**Run 1: supply network**

Pins as bars on the die edge. Tap cells in gray.
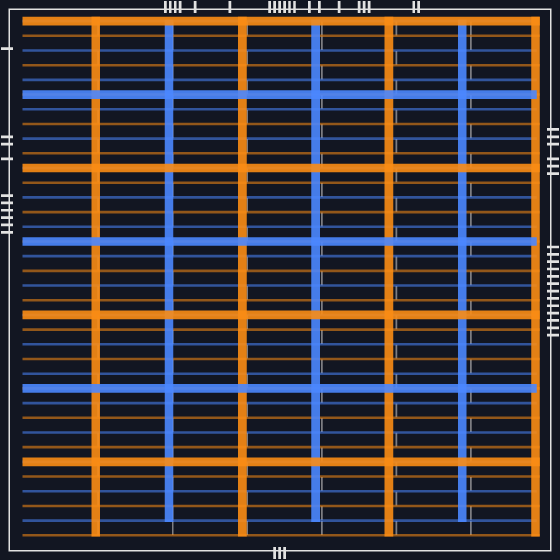
**Run 1: clock distribution**

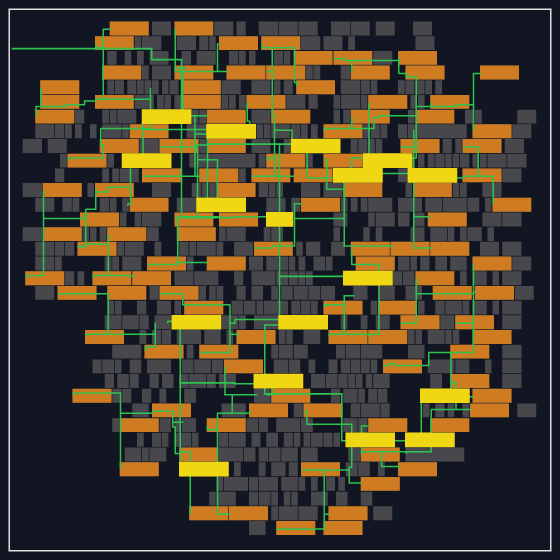
**Run 1: the metal 2 layer**

The bar under the picture is 20 um long.
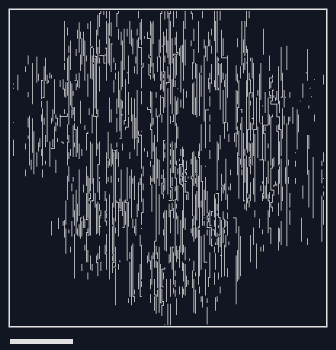
### config.mk
export PLATFORM = sky130hd
export DESIGN_NAME = ws2812_rx_decoder_flat
export DESIGN_NICKNAME = d
export VERILOG_FILES = /design/src/rtl/ws2812_pkg.sv /design/src/rtl/ws2812_rx_decoder_if.sv /design/src/rtl/ws_sync_edge.sv /design/src/rtl/ws2812_rx_decoder.sv /design/src/flat_wrapper.sv
export SDC_FILE = /design/constraint.sdc
export NUM_CORES = 1
export LEC_CHECK = 0
export CAP_MARGIN = 10
export CORE_MARGIN = 2
export CORE_UTILIZATION = 50
export DETAILED_ROUTE_END_ITERATION = 8
export PLACE_DENSITY = 0.77
export SYNTH_ARGS = -nofsm -noshare
export SYNTH_HDL_FRONTEND = slang
export SYNTH_HIERARCHICAL = 1
export SYNTH_SLANG_ARGS = --single-unit
### constraint.sdc
create_clock -name sys_clk -period 5.47 [get_ports sys_clk]
set_input_delay 0.8205 -clock sys_clk [delete_from_list [all_inputs] [get_ports sys_clk]]
set_output_delay 0.8205 -clock sys_clk [all_outputs]
set_load 0.1 [all_outputs]
### src/rtl/ws2812_pkg.sv
// ws2812_pkg: WS2812 line timing, receiver state encoding and error codes shared by TX and RX.
package ws2812_pkg;
  localparam int T0H_CYC   = 80;
  localparam int T1H_CYC   = 160;
  localparam int TBIT_CYC  = 250;
  localparam int RESET_CYC = 10000;
  typedef enum logic [1:0] {S_SYNC, S_IDLE, S_HIGH, S_LOW} rx_state_e;
  typedef enum logic [1:0] {
    ERR_NONE    = 2'b00,
    ERR_SHORT   = 2'b01,
    ERR_LONG    = 2'b10,
    ERR_PARTIAL = 2'b11
  } err_code_e;
endpackage

### src/rtl/ws2812_rx_decoder_if.sv
// ws2812_rx_decoder_if: decoded pixel, frame and error outputs of the WS2812 receiver.
interface ws2812_rx_decoder_if #(parameter int PIX_W = 10);
  logic [23:0]      rx_data;
  logic             rx_valid;
  logic [PIX_W-1:0] pixel_idx;
  logic             frame_done;
  logic [PIX_W-1:0] frame_len;
  logic             err;
  logic [1:0]       err_code;
  modport master (output rx_data, rx_valid, pixel_idx, frame_done, frame_len, err, err_code);
  modport slave  (input  rx_data, rx_valid, pixel_idx, frame_done, frame_len, err, err_code);
endinterface

### src/rtl/ws_sync_edge.sv
// ws_sync_edge: 2-FF synchronizer for an async input plus rise/fall detect on the synced level.
module ws_sync_edge (
  input  logic clk,
  input  logic rst_n,
  input  logic d_i,
  output logic s_o,
  output logic rise_o,
  output logic fall_o
);
  logic [2:0] sh_q;
  always_ff @(posedge clk) begin
    if (!rst_n) sh_q <= '0;
    else        sh_q <= {sh_q[1:0], d_i};
  end
  assign s_o    = sh_q[1];
  assign rise_o = sh_q[1] & ~sh_q[2];
  assign fall_o = ~sh_q[1] & sh_q[2];
endmodule

### src/rtl/ws2812_rx_decoder.sv
// ws2812_rx_decoder: recovers 24-bit words, pixel index and frame boundaries from a WS2812 line.
module ws2812_rx_decoder
  import ws2812_pkg::*;
#(
  parameter int THRESH_CYC   = 120,
  parameter int MIN_HIGH_CYC = 30,
  parameter int MAX_HIGH_CYC = 220,
  parameter int RESET_CYCLES = RESET_CYC,
  parameter int PIX_W        = 10
) (
  input logic                 sys_clk,
  input logic                 sys_rst_n,
  input logic                 ws_in,
  ws2812_rx_decoder_if.master rx
);
  localparam int HW = $clog2(MAX_HIGH_CYC + 2);
  localparam int LW = $clog2(RESET_CYCLES + 1);
  logic ws_s, rise, fall, word_done, drop;
  rx_state_e state_q, state_d;
  err_code_e err_code_q, err_code_d;
  logic [HW-1:0] hi_cnt_q, hi_cnt_d;
  logic [LW-1:0] lo_cnt_q, lo_cnt_d;
  logic [23:0] shift_q, shift_d, rx_data_q, rx_data_d;
  logic [4:0] bit_cnt_q, bit_cnt_d;
  logic [PIX_W-1:0] pix_cnt_q, pix_cnt_d, pixel_idx_q, pixel_idx_d, frame_len_q, frame_len_d;
  logic any_bit_q, any_bit_d, rx_valid_q, rx_valid_d, frame_done_q, frame_done_d, err_q, err_d;

  ws_sync_edge u_sync (
    .clk   (sys_clk),
    .rst_n (sys_rst_n),
    .d_i   (ws_in),
    .s_o   (ws_s),
    .rise_o(rise),
    .fall_o(fall)
  );

  always_ff @(posedge sys_clk) begin
    if (!sys_rst_n) begin
      state_q      <= S_SYNC;
      err_code_q   <= ERR_NONE;
      hi_cnt_q     <= '0;
      lo_cnt_q     <= '0;
      shift_q      <= '0;
      rx_data_q    <= '0;
      bit_cnt_q    <= '0;
      pix_cnt_q    <= '0;
      pixel_idx_q  <= '0;
      frame_len_q  <= '0;
      any_bit_q    <= 1'b0;
      rx_valid_q   <= 1'b0;
      frame_done_q <= 1'b0;
      err_q        <= 1'b0;
    end else begin
      state_q      <= state_d;
      err_code_q   <= err_code_d;
      hi_cnt_q     <= hi_cnt_d;
      lo_cnt_q     <= lo_cnt_d;
      shift_q      <= shift_d;
      rx_data_q    <= rx_data_d;
      bit_cnt_q    <= bit_cnt_d;
      pix_cnt_q    <= pix_cnt_d;
      pixel_idx_q  <= pixel_idx_d;
      frame_len_q  <= frame_len_d;
      any_bit_q    <= any_bit_d;
      rx_valid_q   <= rx_valid_d;
      frame_done_q <= frame_done_d;
      err_q        <= err_d;
    end
  end

  // A full word is published the cycle after its 24th fall, ahead of any frame end.
  always_comb begin
    state_d      = state_q;
    hi_cnt_d     = !ws_s ? '0 : rise ? HW'(1) :
                   (hi_cnt_q == HW'(MAX_HIGH_CYC + 1) ? hi_cnt_q : hi_cnt_q + HW'(1));
    lo_cnt_d     = ws_s ? '0 : (lo_cnt_q == LW'(RESET_CYCLES) ? lo_cnt_q : lo_cnt_q + LW'(1));
    word_done    = bit_cnt_q == 5'd24;
    drop         = 1'b0;
    shift_d      = shift_q;
    bit_cnt_d    = word_done ? 5'd0 : bit_cnt_q;
    pix_cnt_d    = pix_cnt_q + PIX_W'(word_done);
    any_bit_d    = any_bit_q;
    rx_valid_d   = word_done;
    rx_data_d    = word_done ? shift_q : rx_data_q;
    pixel_idx_d  = word_done ? pix_cnt_q : pixel_idx_q;
    frame_done_d = 1'b0;
    frame_len_d  = frame_len_q;
    err_d        = 1'b0;
    err_code_d   = err_code_q;
    case (state_q)
      S_SYNC: state_d = lo_cnt_q == LW'(RESET_CYCLES) ? S_IDLE : S_SYNC;
      S_IDLE: state_d = rise ? S_HIGH : S_IDLE;
      S_HIGH: begin
        if (hi_cnt_q > HW'(MAX_HIGH_CYC)) begin
          err_d      = 1'b1;
          err_code_d = ERR_LONG;
          drop       = 1'b1;
          state_d    = S_SYNC;
        end else if (fall && hi_cnt_q < HW'(MIN_HIGH_CYC)) begin
          err_d      = 1'b1;
          err_code_d = ERR_SHORT;
          drop       = 1'b1;
          state_d    = S_SYNC;
        end else if (fall) begin
          shift_d   = {shift_q[22:0], hi_cnt_q >= HW'(THRESH_CYC)};
          bit_cnt_d = bit_cnt_d + 5'd1;
          any_bit_d = 1'b1;
          state_d   = S_LOW;
        end
      end
      S_LOW: begin
        if (rise) state_d = S_HIGH;
        else if (lo_cnt_q == LW'(RESET_CYCLES)) begin
          err_d        = bit_cnt_d != 5'd0;
          err_code_d   = bit_cnt_d != 5'd0 ? ERR_PARTIAL : err_code_q;
          frame_done_d = any_bit_q;
          frame_len_d  = any_bit_q ? pix_cnt_d : frame_len_q;
          pix_cnt_d    = '0;
          bit_cnt_d    = '0;
          any_bit_d    = 1'b0;
          state_d      = S_IDLE;
        end
      end
    endcase
    if (drop) begin
      bit_cnt_d = '0;
      pix_cnt_d = '0;
      any_bit_d = 1'b0;
    end
  end

  assign rx.rx_data    = rx_data_q;
  assign rx.rx_valid   = rx_valid_q;
  assign rx.pixel_idx  = pixel_idx_q;
  assign rx.frame_done = frame_done_q;
  assign rx.frame_len  = frame_len_q;
  assign rx.err        = err_q;
  assign rx.err_code   = err_code_q;
endmodule

### src/flat_wrapper.sv
// flat-port wrapper written by rule: the top's interface ports become plain ports
module ws2812_rx_decoder_flat import ws2812_pkg::*;
#(
  parameter int THRESH_CYC   = 120,
  parameter int MIN_HIGH_CYC = 30,
  parameter int MAX_HIGH_CYC = 220,
  parameter int RESET_CYCLES = RESET_CYC,
  parameter int PIX_W        = 10
)
  (sys_clk, sys_rst_n, ws_in, rx_rx_data, rx_rx_valid, rx_pixel_idx, rx_frame_done, rx_frame_len, rx_err, rx_err_code);
  ws2812_rx_decoder_if #(.PIX_W(PIX_W)) rx_i ();
  input logic sys_clk;
  input logic sys_rst_n;
  input logic ws_in;
  output wire logic [$bits(rx_i.rx_data)-1:0] rx_rx_data;
  output wire logic [$bits(rx_i.rx_valid)-1:0] rx_rx_valid;
  output wire logic [$bits(rx_i.pixel_idx)-1:0] rx_pixel_idx;
  output wire logic [$bits(rx_i.frame_done)-1:0] rx_frame_done;
  output wire logic [$bits(rx_i.frame_len)-1:0] rx_frame_len;
  output wire logic [$bits(rx_i.err)-1:0] rx_err;
  output wire logic [$bits(rx_i.err_code)-1:0] rx_err_code;
  assign rx_rx_data = rx_i.rx_data;
  assign rx_rx_valid = rx_i.rx_valid;
  assign rx_pixel_idx = rx_i.pixel_idx;
  assign rx_frame_done = rx_i.frame_done;
  assign rx_frame_len = rx_i.frame_len;
  assign rx_err = rx_i.err;
  assign rx_err_code = rx_i.err_code;
  ws2812_rx_decoder #(.THRESH_CYC(THRESH_CYC), .MIN_HIGH_CYC(MIN_HIGH_CYC), .MAX_HIGH_CYC(MAX_HIGH_CYC), .RESET_CYCLES(RESET_CYCLES), .PIX_W(PIX_W)) u_core (.sys_clk(sys_clk), .sys_rst_n(sys_rst_n), .ws_in(ws_in), .rx(rx_i));
endmodule
==> out/results.txt, run 1 <==
Rows - 35
Post_cts resized - 0
I/O pin count - 52
Top_reg_cell synth - dfxtp_1
Main logic family - simple AND/OR/NAND/NOR gates
Gr ovfl total - 0
Post-route cell area - 0.00572 mm2
Max clock buf depth - 2
Largest fanout on the critical path - 35
Worst-Margin Slew - 1.16 ns
Power Total - 1.98 mW
Setup-failing EPs final - 0
Post-DR vias/cell - 5.34
CP cell instances - inv_1 > ha_1 > nand2_1 > nor2_1 > nand2_1 > clkinv_1 > ha_1 > and3_1 > nand4_1 > xor2_1 > a211oi_2
Clock buffer count from CTS - 17
Die area - 0.0100 mm2
Root Driver - clkbuf_8
Slew Limit Fails - 0
EDFF count, synth - 0
Leakage - 2.16 nW
GRT Util Overall - 0.194
Post-Place Cell Area - 0.00513 mm2
Top cells by count, synth - dfxtp_1, nand2_1, nor2_1
Synth Instances - 522
Placed Cells incl. Taps - 662
Reg power frac - 0.432
Post-route antenna net violation count - 0
Startpoint types - flop
Ys async rst share - 0
Switching Share - 0.208
DP HPWL - 6110 um
RSZ-0062 raised after global routing - no
Tool warnings - 31
Area growth syn-to-layout - 24.3%
Tcrit/Tclk final - 0.553
Top-area cell share - 0.504
H-Tree Depth - 4
FF+latch count, synth - 116
CP endpoint kind - flop
Cell Int Power - 1.57 mW
PD cells - 346 mW/mm2
Slew margin rel. - 0.224
Final worst path period need - 3.03 ns
Post-CTS setup buffers - 0
Final core utilization - 0.631
Setup TNS Final - 0 ns
CP peak stage delay - 0.73 ns
Antenna diodes - 0
CTS tree - done
Status - finished clean
Net load switching power - 412 uW
Largest net degree at the start of global routing - 73
Vias in the first global route - 3,499
Slowest CP cell - clkinv_1
Total of warnings raised by yosys - 6
Post-Syn Area - 0.00461 mm2
Combinational share of power - 0.018
Layout cells sized above 1 - 0.0669
Maxcap violations - 0
Yosys adder share - 0.0272
Final cell count without fillers - 694
-- 'supply network' (at the start) --
color	net
orange	VSS
blue	VDD
met5 straps	7
signal pins	52
tap cells	111
die height: 100 um
Placeable Area: 0.00906 mm2
maximum vdd drop: 0.226 mV
die width: 100 um

-- 'clock distribution' (at the start) --
[green] clock wires | length: 1,340 um
[yellow] clock-net drivers | count: 17
[orange] flip-flops | count: 116
routed clock nets	18
Clock group: 1.09 mW
clock power share: 0.550
Latency at later pin: 0.50 ns
skew final: 0.00777 ns

-- 'the metal 2 layer' (at the start) --
wire length on this layer	4,730 um
share of all routed wire	50%
GRT met2 Usage: 0.325
via count: 3,708
drt total wl: 9400 um

-- run 1: layout make-up --
cell class / instances / area [um2]
clock buffers: 21 / 439
fillers: 738 / 3340
clock inverters: 11 / 151
flip-flops and latches: 116 / 2320
multi-input cells: 364 / 2080
inverters: 18 / 67.6
well taps: 111 / 139
repair buffers: 53 / 526
-- run 1: metal layers --
metal  routed length [um]  share of wire
met5                    0              0
met4                   71         0.0076
met3                  324          0.034
met2                 4730           0.50
met1                 4270           0.45
-- run 1: kinds of logic after synthesis --
group / after synthesis
compound gates: 81
xor+xnor: 23
fa+ha+maj: 10
buf+inv: 42
flops: 116
mux: 27
simple gates: 223
-- run 1: cell usage in the layout (no fill, tap or decap), types with 3 or more instances in the layout --
master	count
a211oi_1	7
clkdlybuf4s50_1	51
dfxtp_1	116
o211ai_1	3
nand4_1	12
ha_1	10
or4_1	3
nor2b_1	3
nor3_1	5
nand2b_1	3
clkbuf_1	3
and2_1	6
xor2_1	17
a31oi_1	4
mux2i_1	27
nor2_1	65
bufinv_16	3
or3_1	5
inv_1	16
a21oi_1	52
nand3_1	18
clkbuf_16	16
o21ai_0	8
and3_1	4
xnor2_1	6
clkinvlp_4	4
nand2_1	89
-- run 1: metrics by stage --
step | hold WS, ns | setup WS, ns
6_report | 0.425 | 2.44
5_1_grt | 0.446 | 2.08
4_1_cts | 0.430 | 2.41
3_5_place_dp | 0.422 | 2.43
3_3_place_gp | 0.413 | 2.56
2_1_floorplan | 0.406 | 3.30
-- run 1: power groups by stage --
stage               combinational [mW]  sequential (mW)  clock [mW]
floorplan                       0.0278            0.871           0
global placement                0.0347            0.872           0
detailed placement              0.0357            0.873           0
CTS                             0.0363            0.855        1.11
global route                    0.0404            0.855        1.15
finish                          0.0361            0.855        1.09
-- run 1: sequential cells by signal, indices dropped and copies added (netlist names), 2 cells and up --
name / count
u_core/bit_cnt_q: 5
u_core/hi_cnt_q: 8
u_core/lo_cnt_q: 14
u_core/pix_cnt_q: 10
u_core/rx.err_code: 2
u_core/rx.frame_len: 10
u_core/rx.pixel_idx: 10
u_core/rx.rx_data: 24
u_core/shift_q: 24
u_core/state_q: 2
u_core/u_sync/sh_q: 3
-- run 1: final timing paths --
check                            to  slack [ns]                  start  cells after the start
max          u_core/rx.frame_len[9]        2.44    u_core/bit_cnt_q[0]                     11
min           u_core/u_sync/sh_q[1]        0.43  u_core/u_sync/sh_q[0]                      1
max reg2reg  u_core/rx.frame_len[9]        2.44    u_core/bit_cnt_q[0]                     11
min reg2reg   u_core/u_sync/sh_q[1]        0.43  u_core/u_sync/sh_q[0]                      1
==> inputs of run 2 (changes only) <==
==> constraint.sdc (replaced) <==
create_clock -name sys_clk -period 3.1 [get_ports sys_clk]
set_input_delay 0.465 -clock sys_clk [delete_from_list [all_inputs] [get_ports sys_clk]]
set_output_delay 0.465 -clock sys_clk [all_outputs]
set_load 0.1 [all_outputs]
==> out/results.txt, run 2 <==
Yosys stat chip area - 0.00461 mm2
Setup TNS Final - 0 ns
Die height - 100 um
Root Driver - clkbuf_8
PortBufs - 51
PD cells - 660 mW/mm2
Power Total - 3.76 mW
Reg power frac - 0.401
Post-synth cell types - 45
Antenna diodes - 0
FF+latch count, synth - 116
Maximum clock rate - 467 MHz
Clock power share - 0.582
Synth Instances - 522
Post-route cell area - 0.00569 mm2
Most instantiated logic cells after routing - dfxtp_1, nand2_1, nor2_1, buf_4, a21oi_1
GRT Util Overall - 0.201
Yosys top cell by instances - dfxtp_1
CP required - 3.46 ns
Slew Limit Fails - 0
Drt total wl - 9500 um
Cell Int Power - 3.06 mW
Layout cells sized above 1 - 0.156
Final Hold Fails - 0
Rows - 35
Status - finished clean
R2r setup slk - 0.96 ns
Post_cts resized - 0
Post-synth area hogs - dfxtp_1, nand2_1, mux2i_1
Fillcell total - 748
Vias in the first global route - 3,656
Most frequent logic cell in the layout - dfxtp_1
I/O pin count - 52
Skew final - 0.00751 ns
Yosys Instances - 522
Top cells by count, synth - dfxtp_1, nand2_1, nor2_1
Switching Share - 0.187
Die width - 100 um
Post-detailed-route wirelength per cell - 13.7 um
Clock buffer count from CTS - 17
Post-Syn Area - 0.00461 mm2
Leakage - 2.33 nW
Area growth syn-to-layout - 23.6%
Final core utilization - 0.628
Worst min path class - reg -> reg
EDFF count, synth - 0
Post-route antenna net violation count - 0
Maxcap violations - 0
Gr ovfl total - 0
Placeable Area - 0.00906 mm2
Setup CP Type - reg -> reg
Antenna violations before repair - 0
Largest fanout on the critical path - 29
Post-Place Cell Area - 0.00503 mm2
Total of warnings raised by yosys - 6
First drt pass iteration count - 5
Gpl congestion - 0.858
Dominant cell type by area after synthesis - dfxtp_1
Syn_area_per_cell - 8.82 um2
Die area - 0.0100 mm2
Post-DR vias/cell - 5.38
Startpoint types - flop
CP peak stage delay - 0.42 ns
Setup-failing EPs final - 0
CP endpoint kind - flop
CP cell instances - inv_1 > ha_1 > and4b_1 > o211ai_2 > nand4_1 > buf_4 > mux2i_1 > nor2_1
Logic area - 0.00208 mm2
Latency at later pin - 0.51 ns
Tool warnings - 31
Top_reg_cell synth - dfxtp_1
Top-area cell share - 0.504
Worst-Margin Slew - 0.776 ns
Slew margin rel. - 0.483
CTS clk-pin slew, worst paths - 0.05 ns
Layout Nets - 585
Flop area - 0.00232 mm2
First-pass GRT wire length - 16,200 um
Final worst path period need - 2.14 ns
Fp_density - 0.508
Tcrit/Tclk final - 0.691
Max clock buf depth - 2
H-Tree Depth - 4
Largest net degree at the start of global routing - 46
# hold bufs at CTS - 0
Net load switching power - 701 uW
DP HPWL - 6060 um
Syn nets - 535
Ys async rst share - 0
Combinational share of power - 0.017
CTS sink cnt - 116
Post-CTS setup buffers - 0
Residual DRC count - 0
Seq share, synth - 0.504
RSZ-0062 raised after global routing - no
Iter 0 DRT Violations - 307
Slowest CP cell - dfxtp_1
CP arrival - 2.50 ns
CTS tree - done
## run 2: cell counts after synthesis
Identical to the previous run, type by type.
## run 2: power groups by stage
stage,Combinational [mW],Sequential (mW),Clock (mW)
floorplan,0.0490,1.54,0
global placement,0.0611,1.54,0
detailed placement,0.0625,1.54,0
CTS,0.0629,1.51,2.22
global route,0.0723,1.51,2.28
finish,0.0637,1.51,2.19
## run 2: logic make-up after synthesis
kind of cell | share of synthesized area
buffers and inverters | 0.0443
DFF | 0.504
and+or+nand+nor | 0.221
adders and majority gates | 0.0272
AOI/OAI and AO/OA | 0.101
xor gates and xnor gates | 0.0437
muxes | 0.0587
## run 2: final cells by class
type | instances | share of cell area
clock buffers | 21 | 0.0824
clock inverters | 9 | 0.0349
inverters | 18 | 0.0119
multi-input cells | 364 | 0.365
flip-flops and latches | 116 | 0.408
well taps | 111 | 0.0244
repair buffers | 55 | 0.0734
## run 2: routing by layer
layer,track usage,part of all wire,vias up
met1,0.232,0.44,1764
met5,0,0,-
li1,-,-,1866
met4,0.0759,0.015,0
met2,0.356,0.50,88
met3,0.0550,0.041,14
## run 2: metrics by stage
step / setup WS, ns / hold slack, ns / std cells
2_1_floorplan: 0.933 / 0.406 / 522
3_3_place_gp: 0.787 / 0.419 / 664
3_5_place_dp: 0.737 / 0.429 / 664
4_1_cts: 0.954 / 0.449 / 694
5_1_grt: 0.781 / 0.468 / 694
6_report: 0.959 / 0.444 / 694
## run 2: worst max-delay path: cells and delay by family, from the launching register on
family | cells | cell delay [ns]
DFF | 1 | 0.42
muxes | 1 | 0.25
adders and majority gates | 1 | 0.19
buffers and inverters | 2 | 0.48
AOI/OAI and AO/OA | 1 | 0.16
and+or+nand+nor | 3 | 0.47
## run 2: worst paths after layout
path,from,end,cells past startpoint
min reg2reg,u_core/u_sync/sh_q[0],u_core/u_sync/sh_q[1],1
min,u_core/u_sync/sh_q[0],u_core/u_sync/sh_q[1],1
max,u_core/hi_cnt_q[0],u_core/shift_q[14],8
max reg2reg,u_core/hi_cnt_q[0],u_core/shift_q[14],8
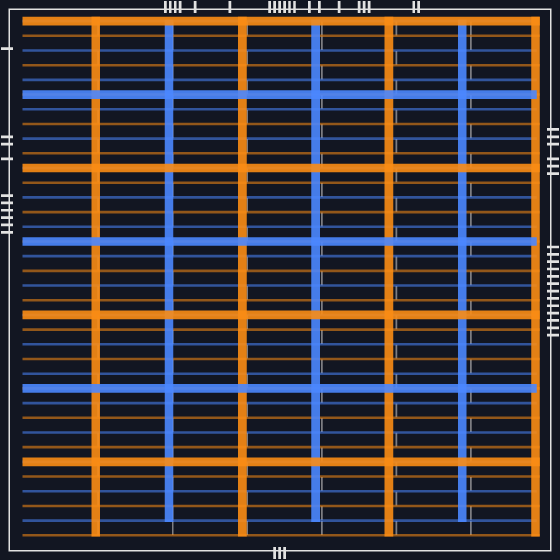
**Above:** run 2 (supply network).
Pins as bars on the die edge. Tap cells in gray.
color	net
orange	VSS
blue	VDD
met5 straps	7
rows	35
tap cells	111
met1 rails	36
signal pins	52
maximum vdd drop: 0.381 mV

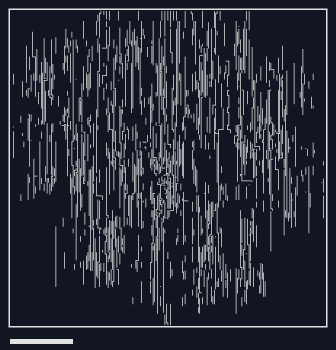
**Above:** run 2 (the metal 2 layer).
The bar under the picture is 20 um long.
share of all routed wire	50%
main direction	vertical
via count: 3,732
GRT met2 Usage: 0.356

==> inputs of run 3 (changes only) <==
==> constraint.sdc (replaced) <==
create_clock -name sys_clk -period 2.2 [get_ports sys_clk]
set_input_delay 0.33 -clock sys_clk [delete_from_list [all_inputs] [get_ports sys_clk]]
set_output_delay 0.33 -clock sys_clk [all_outputs]
set_load 0.1 [all_outputs]
==> out/results.txt, run 3 <==
Setup TNS Final - 0 ns
Worst-Margin Slew - 0.535 ns
Clock power share - 0.545
Tcrit/Tclk final - 0.906
Flop area - 0.00232 mm2
Final worst path period need - 1.99 ns
Seq share, synth - 0.504
PD cells - 862 mW/mm2
FF+latch count, synth - 116
RSZ-0062 raised after global routing - no
Final Hold Fails - 0
CTS sink cnt - 116
H-Tree Depth - 4
Layout cells sized above 1 - 0.167
Root Driver - clkbuf_8
Worst min path class - in -> reg
Slew Limit Fails - 0
Fillcell total - 776
Setup-failing EPs final - 0
Most frequent logic cell in the layout - dfxtp_1
Yosys stat chip area - 0.00461 mm2
R2r startpoint - u_core/bit_cnt_q[0]
Final worst setup slack - 0.206 ns
CP required - 2.58 ns
Ys async rst share - 0
Reg power frac - 0.436
Largest net degree at the start of global routing - 39
DP HPWL - 6240 um
Antenna diodes - 0
Placeable Area - 0.00906 mm2
Largest fanout on the critical path - 5
Maxcap violations - 0
Logic area - 0.00209 mm2
Synth Instances - 522
Reg2Reg Capture Point - u_core/rx.frame_len[7]
Status - finished clean
Die height - 100 um
Setup CP Type - reg -> reg
First-pass GRT wire length - 15,400 um
CTS tree - done
Post-CTS setup buffers - 0
Iter 0 DRT Violations - 236
Maximum clock rate - 501 MHz
Maximum vdd drop - 0.535 mV
Fp_density - 0.508
Post-detailed-route wirelength per cell - 13.2 um
Switching Share - 0.216
Worst Setup SP - u_core/bit_cnt_q[0]
Yosys top cell by instances - dfxtp_1
Post_cts resized - 0
EDFF count, synth - 0
PortBufs - 51
Cell Int Power - 3.82 mW
Via count - 3,745
Layout Nets - 588
Dominant cell type by area after synthesis - dfxtp_1
Startpoint types - flop
R2r setup slk - 0.21 ns
CP arrival - 2.37 ns
I/O pin count - 52
First drt pass iteration count - 5
Max clock buf depth - 2
GRT Util Overall - 0.193
Post-route antenna net violation count - 0
Post-synth area hogs - dfxtp_1, nand2_1, mux2i_1
Post-DR vias/cell - 5.36
CP endpoint kind - flop
Syn_area_per_cell - 8.82 um2
Antenna violations before repair - 0
Die width - 100 um
Worst setup path endpoint - u_core/rx.frame_len[7]
Place WS - 0.240 ns
Post-synth cell types - 45
Top-area cell share - 0.504
Die area - 0.0100 mm2
Gr ovfl total - 0
Hold path startpoint - ws_in
Clock buffer count from CTS - 17
# hold bufs at CTS - 0
Leakage - 2.30 nW
Total of warnings raised by yosys - 6
Post-Syn Area - 0.00461 mm2
Drt total wl - 9200 um
Tool warnings - 31
Top cells by count, synth - dfxtp_1, nand2_1, nor2_1
Syn nets - 535
Placed Cells incl. Taps - 667
Area growth syn-to-layout - 22.9%
Top_reg_cell synth - dfxtp_1
Combinational share of power - 0.019
Gpl congestion - 0.795
Net load switching power - 1.05 mW
Most instantiated logic cells after routing - dfxtp_1, nand2_1, nor2_1, buf_4, a21oi_1
Final cell count without fillers - 699
Vias in the first global route - 3,433
CTS clk-pin slew, worst paths - 0.05 ns
Yosys Instances - 522
Reg2reg path depth - 11
Residual DRC count - 0
Slew margin rel. - 0.643
## run 3: metrics by stage
stage	hold slack, ns	util	total power, mW	cell area (um2)
2_1_floorplan	0.406	-	2.24	4610
3_3_place_gp	0.417	0.558	2.26	5060
3_5_place_dp	0.429	0.558	2.26	5060
4_1_cts	0.400	0.624	4.93	5650
5_1_grt	0.418	0.625	5.04	5660
6_report	0.416	0.625	4.88	5660
## run 3: worst min-delay path by stage
stage / cells after the start / endpoint / slack [ns]
3_5_place_dp: 1 / u_core/u_sync/sh_q[1] / 0.43
3_3_place_gp: 1 / u_core/u_sync/sh_q[1] / 0.42
2_1_floorplan: 1 / u_core/u_sync/sh_q[1] / 0.41
4_1_cts: 2 / u_core/u_sync/sh_q[0] / 0.40
5_1_grt: 2 / u_core/u_sync/sh_q[0] / 0.42
6_report: 2 / u_core/u_sync/sh_q[0] / 0.42
## run 3: area by class of cell
type / instances / area share
sequential: 116 / 0.410
multi-input combinational: 364 / 0.369
timing repair buffer: 58 / 0.0800
clock buffer: 19 / 0.0780
clock inverter: 13 / 0.0265
tap: 111 / 0.0245
inverter: 18 / 0.0119
## run 3: metal layers
| metal | GRT usage | wire (um) |
|---|---|---|
| met3 | 0.0564 | 421 |
| met5 | 0 | 0 |
| met1 | 0.235 | 4110 |
| met2 | 0.324 | 4580 |
| met4 | 0.0727 | 91 |
## run 3: power groups by stage
stage	clock network (mW)	logic, mW	registers, mW
2_1_floorplan	0	0.0691	2.17
3_3_place_gp	0	0.0905	2.17
3_5_place_dp	0	0.0932	2.17
4_1_cts	2.71	0.0937	2.12
5_1_grt	2.81	0.105	2.12
6_report	2.66	0.0943	2.12
## run 3: worst max-delay path, cell delays in order (launching register included)
cell      delay (ns)
dfxtp_1         0.39
inv_1           0.08
ha_1            0.23
nand2_1         0.07
nor2_1          0.05
nand2_1         0.10
clkinv_1        0.08
ha_1            0.20
and3_2          0.25
nand2_1         0.08
xor2_1          0.21
a211oi_1        0.12
## run 3: kinds of logic (layout without fill, tap and decap cells)
group                      after synthesis  count (layout)  share of synthesized area
xor gates and xnor gates                23              23                     0.0437
buffers and inverters                   42             108                     0.0443
AOI/OAI and AO/OA                       81              81                      0.101
and+or+nand+nor                        223             223                      0.221
muxes                                   27              27                     0.0587
adders and majority gates               10              10                     0.0272
DFF                                    116             116                      0.504
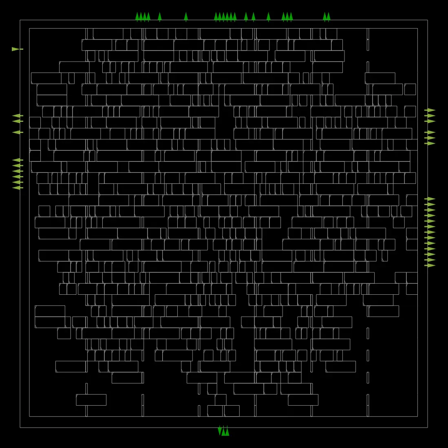
**Above:** run 3 (placed standard cells).
final core utilization: 0.625
Rows: 35

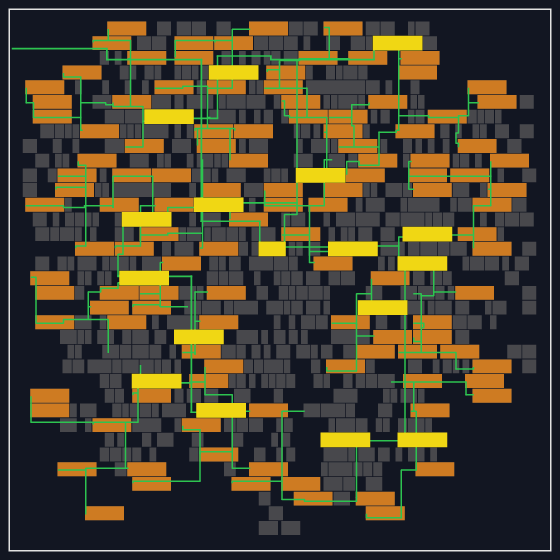
**Above:** run 3 (clock distribution).
[green] clock wires | length: 1,310 um
[orange] flip-flops | count: 116
[yellow] clock-net drivers | count: 17
flops lie	spread over the die
routed clock nets	18
Latency at later pin: 0.51 ns
skew final: 0.00802 ns

Power figures rest on the tool's default switching activity, not on a simulated workload.
